### config.mk
export PLATFORM = sky130hd
export DESIGN_NAME = display_scan_capture
export DESIGN_NICKNAME = d
export VERILOG_FILES = /design/src/rtl/display_scan_capture.sv
export SDC_FILE = /design/constraint.sdc
export NUM_CORES = 1
export LEC_CHECK = 0
export CORE_MARGIN = 2
export CORE_UTILIZATION = 52
export CTS_BUF_LIST = sky130_fd_sc_hd__clkbuf_16
export DETAILED_ROUTE_END_ITERATION = 8
export HOLD_SLACK_MARGIN = 0.1
export PLACE_DENSITY = 0.73
export SYNTH_ARGS = -nofsm -noshare
export SYNTH_HDL_FRONTEND = slang
export SYNTH_SLANG_ARGS = --single-unit
### constraint.sdc
create_clock -name clk -period 2.3 [get_ports clk]
set_input_delay 0.23 -clock clk [delete_from_list [all_inputs] [get_ports clk]]
set_output_delay 0.23 -clock clk [all_outputs]
set_load 0.05 [all_outputs]
### src/rtl/display_scan_capture.sv
// Receive-side monitor for a two-digit multiplexed 7-segment display.
// Rebuilds the shown tens/units value from the shared segment bus and enables.
module display_scan_capture #(
    parameter int SETTLE_CYCLES  = 8,
    parameter int TIMEOUT_CYCLES = 200000
) (
    input  logic       clk,
    input  logic       rst,
    input  logic       en_unidad,
    input  logic       en_decena,
    input  logic [6:0] seg,
    output logic [3:0] unidad,
    output logic [3:0] decena,
    output logic       valor_valido,
    output logic       actualizado,
    output logic       error_patron,
    output logic       timeout
);
    localparam int SW = $clog2(SETTLE_CYCLES) + 1;
    localparam int TW = $clog2(TIMEOUT_CYCLES) + 1;
    localparam logic [SW-1:0] SETTLE_LAST = SW'(SETTLE_CYCLES - 1);
    localparam logic [SW-1:0] SETTLE_MAX  = '1;
    localparam logic [TW-1:0] TO_LAST     = TW'(TIMEOUT_CYCLES - 1);
    localparam logic [TW-1:0] TO_MAX      = '1;

    localparam logic [1:0] S_IDLE   = 2'd0;
    localparam logic [1:0] S_SETTLE = 2'd1;
    localparam logic [1:0] S_HOLD   = 2'd2;

    logic          r_en_u, r_en_d, r_pen_u, r_pen_d;
    logic [6:0]    r_seg, r_pseg;
    logic [SW-1:0] r_set_cnt;
    logic [TW-1:0] r_to_cnt;
    logic [1:0]    r_state;
    logic          r_dig;
    logic          r_conf;
    logic          r_have_u, r_have_d;
    logic [3:0]    r_sh_u, r_sh_d;
    logic [3:0]    r_unidad, r_decena;
    logic          r_valid, r_upd, r_err, r_tout;

    logic          w_same, w_conf, w_one, w_dig, w_cap, w_legal;
    logic [3:0]    w_val;
    logic [SW-1:0] w_cnt;
    logic [1:0]    w_nstate;
    logic          w_ndig;

    assign w_same = ({r_en_u, r_en_d, r_seg} == {r_pen_u, r_pen_d, r_pseg});
    assign w_conf = r_en_u & r_en_d;
    assign w_one  = r_en_u ^ r_en_d;
    assign w_dig  = r_en_d;

    // w_cnt counts how many consecutive identical samples the current one completes, minus one
    assign w_cnt = !w_same ? '0 : ((r_set_cnt == SETTLE_MAX) ? r_set_cnt : r_set_cnt + 1'b1);
    assign w_cap = (r_state == S_SETTLE) && w_one && (w_dig == r_dig) && (w_cnt >= SETTLE_LAST);

    always_comb begin
        w_val   = 4'd0;
        w_legal = 1'b1;
        case (r_seg)
            7'h3F: w_val = 4'd0;
            7'h06: w_val = 4'd1;
            7'h5B: w_val = 4'd2;
            7'h4F: w_val = 4'd3;
            7'h66: w_val = 4'd4;
            7'h6D: w_val = 4'd5;
            7'h7D: w_val = 4'd6;
            7'h07: w_val = 4'd7;
            7'h7F: w_val = 4'd8;
            7'h6F: w_val = 4'd9;
            default: w_legal = 1'b0;
        endcase
    end

    // No enable or both enables both park the FSM in IDLE
    always_comb begin
        w_nstate = r_state;
        w_ndig   = r_dig;
        if (!w_one) begin
            w_nstate = S_IDLE;
        end else if (r_state == S_IDLE || w_dig != r_dig) begin
            w_nstate = S_SETTLE;
            w_ndig   = w_dig;
        end else if (w_cap) begin
            w_nstate = S_HOLD;
        end
    end

    always_ff @(posedge clk) begin
        if (rst) begin
            r_en_u    <= 1'b0;
            r_en_d    <= 1'b0;
            r_seg     <= '0;
            r_pen_u   <= 1'b0;
            r_pen_d   <= 1'b0;
            r_pseg    <= '0;
            r_set_cnt <= '0;
            r_to_cnt  <= '0;
            r_state   <= S_IDLE;
            r_dig     <= 1'b0;
            r_conf    <= 1'b0;
            r_have_u  <= 1'b0;
            r_have_d  <= 1'b0;
            r_sh_u    <= '0;
            r_sh_d    <= '0;
            r_unidad  <= '0;
            r_decena  <= '0;
            r_valid   <= 1'b0;
            r_upd     <= 1'b0;
            r_err     <= 1'b0;
            r_tout    <= 1'b0;
        end else begin
            r_en_u    <= en_unidad;
            r_en_d    <= en_decena;
            r_seg     <= seg;
            r_pen_u   <= r_en_u;
            r_pen_d   <= r_en_d;
            r_pseg    <= r_seg;
            r_set_cnt <= w_cnt;
            r_state   <= w_nstate;
            r_dig     <= w_ndig;
            r_conf    <= w_conf;
            r_err     <= (w_conf & ~r_conf) | (w_cap & ~w_legal);
            r_upd     <= 1'b0;

            if (r_have_u && r_have_d) begin
                r_unidad <= r_sh_u;
                r_decena <= r_sh_d;
                r_valid  <= 1'b1;
                r_upd    <= 1'b1;
                r_have_u <= 1'b0;
                r_have_d <= 1'b0;
            end

            if (r_to_cnt == TO_LAST) begin
                r_tout   <= 1'b1;
                r_valid  <= 1'b0;
                r_have_u <= 1'b0;
                r_have_d <= 1'b0;
            end

            // Placed last so a capture's flag set wins over any clear above
            if (w_cap) begin
                r_to_cnt <= '0;
                if (w_legal) begin
                    r_tout <= 1'b0;
                    if (r_dig) begin
                        r_sh_d   <= w_val;
                        r_have_d <= 1'b1;
                    end else begin
                        r_sh_u   <= w_val;
                        r_have_u <= 1'b1;
                    end
                end
            end else if (r_to_cnt != TO_MAX) begin
                r_to_cnt <= r_to_cnt + 1'b1;
            end
        end
    end

    assign unidad       = r_unidad;
    assign decena       = r_decena;
    assign valor_valido = r_valid;
    assign actualizado  = r_upd;
    assign error_patron = r_err;
    assign timeout      = r_tout;
endmodule

==> run_1/pdn.png <==
The bar under the picture is 20 um long. Pins as bars on the die edge.
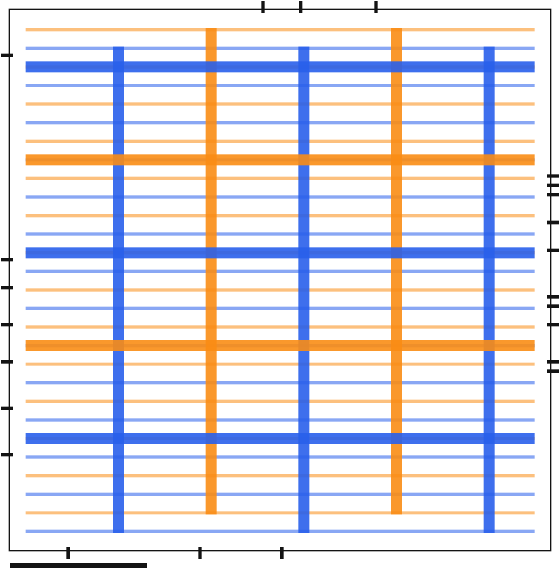
| colour | net |
|---|---|
| orange | VDD |
| blue | VSS |
met4 straps: 5
signal pins: 23

==> run_1/cell_classes.png <==
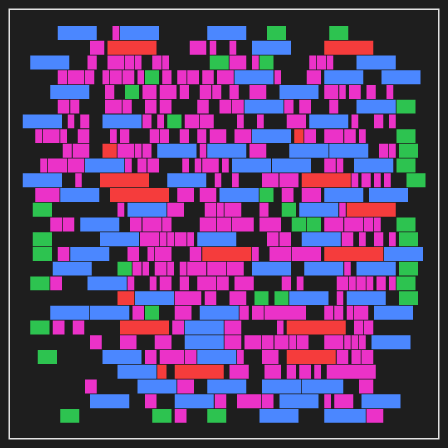
| colour | class | cells |
|---|---|---|
| red | clock drivers and dummy loads | 16 |
| magenta | all other logic | 240 |
| blue | flip-flops | 67 |
| green | other buffers and delay cells | 34 |

==> run_1/clock_map.png <==
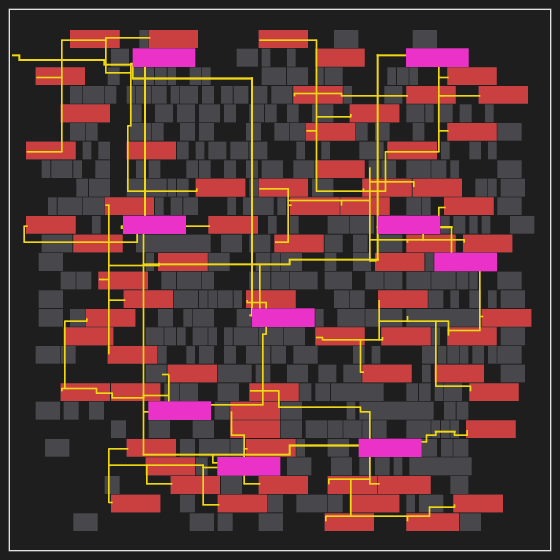
[magenta] cells driving clock nets | count: 9
[yellow] clock wires | length: 876 um
[red] flip-flops | count: 67
flops lie: all over the die
Worst-Skew Late Latency: 330 ps
Clock power frac: 54.1%
Clock Skew: 7.42 ps
Clock net power: 1.56 mW

==> run_1/metal_stack.png <==
The bar under the picture is 20 um long.
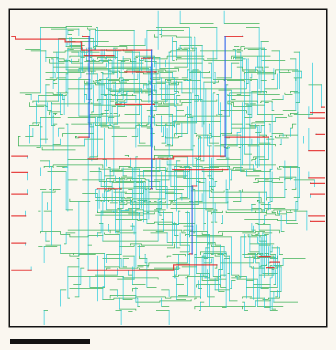
| colour | layer | wire length |
|---|---|---|
| red | met3 | 238 um |
| green | met1 | 2730 um |
| cyan | met2 | 2620 um |
| blue | met4 | 107 um |

==> notes.md, run 1 <==
run results: status=complete, no violations, Cell variety after synth=49, MUX share of area=~4.3%, CP startpoint kind=register, busiest grt layer=met2, switching power total=approximately 0.59 mW, net count entering floorplan=roughly 340, Critical Path End Type=register, Post-synth seq share=45.8%, Arr. time, crit path=approximately 2400 ps, Die Wd=79.1 um, crit path from=r_set_cnt[0], comb pwr=~0.12 mW, routed wl met2=2.62 mm, EDFF count, synth=0, post-route total power=slightly below 3 mW, area of the core=~5500 sq um, Worst-Margin Slew=500 ps, total clock sinks=about 67, met1 Usage GRT=24.2%, Synth logic family=simple AND/OR/NAND/NOR gates, DP Worst Slack=136 ps, clock buffer count=9, Comb area=1500 sq um, post-synthesis instance total=324, GP Congestion=0.877, Post-DP HPWL=between 3 and 4 mm, first-pass iteration count of the detailed router=4, period utilization=~94%, flop count=between 60 and 70, Post-Synthesis Mean Instance Area=about 9 sq um, Critical Path RT=2520 ps, YS warnings=0, First DRT Iteration DRCs=84, Cell Pwr Density=around 800 nW/um^2, number of global-route vias before repair=2139
run 1: layout by cell type, fill, tap and decap left out, types with 2 or more instances in the layout:
| cell | instances |
|---|---|
| and3_1 | 5 |
| nor3_1 | 10 |
| nor4_1 | 4 |
| nand4_1 | 9 |
| nor3_2 | 2 |
| and4b_1 | 2 |
| a211oi_1 | 2 |
| nand3_1 | 15 |
| dfxtp_1 | 65 |
| and4_1 | 2 |
| nor2b_1 | 23 |
| or4_1 | 2 |
| nand3b_1 | 3 |
| a21oi_1 | 16 |
| mux2i_1 | 10 |
| nor2_1 | 35 |
| inv_1 | 4 |
| nand2_1 | 30 |
| clkinv_2 | 2 |
| xnor2_1 | 15 |
| nand2b_1 | 7 |
| ha_1 | 2 |
| bufinv_16 | 3 |
| or3_1 | 4 |
| dfxtp_2 | 2 |
| clkbuf_16 | 9 |
| o21ai_0 | 5 |
| xor2_1 | 11 |
| clkdlybuf4s50_1 | 22 |
| buf_4 | 12 |
run 1: sequential cells by signal, indices dropped and copies added, names as in the netlist, 2 cells and up:
signal     cells
r_set_cnt      4
r_sh_d         4
r_to_cnt      19
r_sh_u         4
decena         4
r_state        2
unidad         4
r_pseg         7
r_seg          7
run 1: metrics by stage:
stage | instances | hold WS (ps)
2_1_floorplan | 324 | 358
3_3_place_gp | 412 | 441
4_1_cts | 428 | 443
6_report | 429 | 447
5_1_grt | 429 | 450
3_5_place_dp | 412 | 446
run 1: critical path: stages, from the launching register on:
cell      delay, ps
dfxtp_2         410
ha_4            180
and4b_1         190
o21ai_0         170
nand4_1         180
nor4_4          350
buf_4           180
nand3b_2         90
mux2_4          310
run 1: what timing repair did:
item | 4_1_cts | 5_1_grt
hold endpoints to repair | 0 | 0
buffers inserted | 0 | 1
setup endpoints to repair | 0 | 29
resized | 0 | 5
==> run 2: changes to the inputs <==
--- a/config.mk
+++ b/config.mk
@@ -5,6 +5,7 @@
 export SDC_FILE = /design/constraint.sdc
 export NUM_CORES = 1
 export LEC_CHECK = 0
+export CAP_MARGIN = 0
 export CORE_MARGIN = 2
 export CORE_UTILIZATION = 52
 export CTS_BUF_LIST = sky130_fd_sc_hd__clkbuf_16
==> run_2/cell_classes.png <==
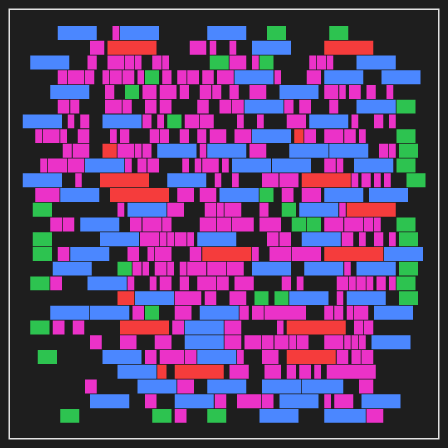
| colour | class | cells |
|---|---|---|
| blue | flip-flops | 67 |
| magenta | all other logic | 240 |
| green | other buffers and delay cells | 34 |
| red | clock drivers and dummy loads | 16 |
sequential cell area share: 37.3%
area of the core: 5470 sq um
final instance area: 3600 sq um
FP Rows: 27
Util after Layout: 65.8%

==> run_2/final_congestion.png <==
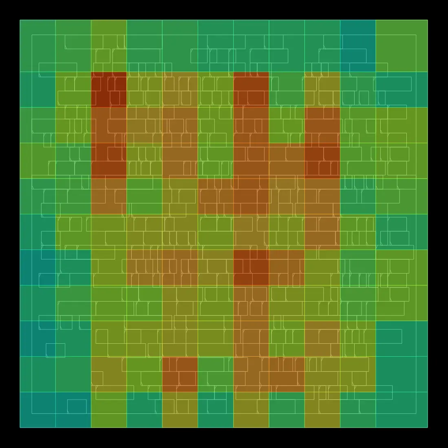
grt met2 use: 30.9%
total track usage: 19.7%
busiest grt layer: met2

==> notes.md, run 2 <==
run results: Post-DP HPWL=3.77 mm (unchanged), Cell variety after synth=49 (unchanged), GP Congestion=0.877 (unchanged), Clock Skew=7.42 ps (unchanged), post-route total power=2.89 mW (unchanged), Post-Synthesis Mean Instance Area=9.04 sq um (unchanged), Comb area=1500 sq um (unchanged), registers with the most flip-flops=r_to_cnt: 19 flops, r_pseg: 7 flops, r_seg: 7 flops, number of global-route vias before repair=2139 (unchanged), clock buffer count=9 (unchanged), DP Worst Slack=136 ps (unchanged), First DRT Iteration DRCs=84 (unchanged), Arr. time, crit path=2380 ps (about the same), Cell Pwr Density=802 nW/um^2 (unchanged), Reg with most FFs=r_to_cnt, Critical Path End Type=register, period utilization=94.0% (unchanged), status=complete, no violations, Worst-Skew Late Latency=330 ps (about the same), flop count=67 (unchanged), routed wl met2=2.62 mm (unchanged), total clock sinks=67 (unchanged), Worst-Margin Slew=500 ps (unchanged), net count entering floorplan=338 (unchanged)
==> run_2/pdn.png <==
The bar under the picture is 20 um long. Pins as bars on the die edge.
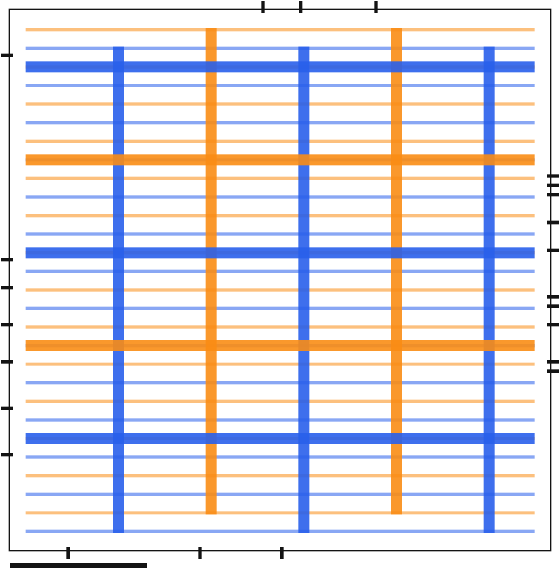
| colour | net |
|---|---|
| blue | VSS |
| orange | VDD |
met5 straps: 5
met1 rails: 28
met4 straps: 5
signal pins: 23
rows: 27
Die Y: 79.1 um
Die Wd: 79.1 um
Worst VDD drop: 0.480 mV

run 2: cell counts after synthesis:
Identical to the previous run, type by type.
run 2: metrics by stage:
step	utilization (%)	std cells	area, sq um	hold slack (ps)
CTS	65.3	428	3580	443
global placement	59.1	412	3230	441
detailed placement	59.1	412	3230	446
floorplan	-	324	2930	358
finish	65.8	429	3600	447
global route	65.8	429	3600	450
run 2: power by group:
| part | switching [mW] | total (mW) | leakage (nW) | internal (mW) |
|---|---|---|---|---|
| Combinational | 0.0557 | 0.116 | 0.626 | 0.0607 |
| Clock | 0.506 | 1.56 | 0.165 | 1.06 |
| Sequential | 0.0248 | 1.21 | 0.545 | 1.18 |
| Total | 0.586 | 2.89 | 1.34 | 2.30 |
run 2: what timing repair did:
item                                    CTS  global route
endpoints found under the setup margin    0            29
buffers inserted                          0             1
hold buffers                              0             0
resized                                   0             5
run 2: path summary, 6_finish.rpt:
path | slack, ps | start | cells after the start | endpoint
worst max-delay path | 140 | r_set_cnt[0] | 8 | r_sh_u[1]
worst min-delay path | 450 | seg[4] | 2 | r_seg[4]
worst max register to register | 140 | r_set_cnt[0] | 8 | r_sh_u[1]
worst min register to register | 450 | decena[2] | 2 | decena[2]
run 2: logic make-up after synthesis:
logic type | share of synthesized area, %
AND-OR/OR-AND | 6.41
XOR/XNOR | 7.77
adder cells (fa/ha/maj) | 1.28
buffers and inverters | 3.50
flip-flops | 45.8
multiplexers | 4.31
AND/OR/NAND/NOR | 30.9
run 2: worst max-delay path: stages (launching register included):
cell and delay (ps):
dfxtp_2 410, ha_4 180, and4b_1 190, o21ai_0 170, nand4_1 180, nor4_4 350
buf_4 180, nand3b_2 90, mux2_4 310
No activity file was given, so power comes from the tool's default toggle rates.
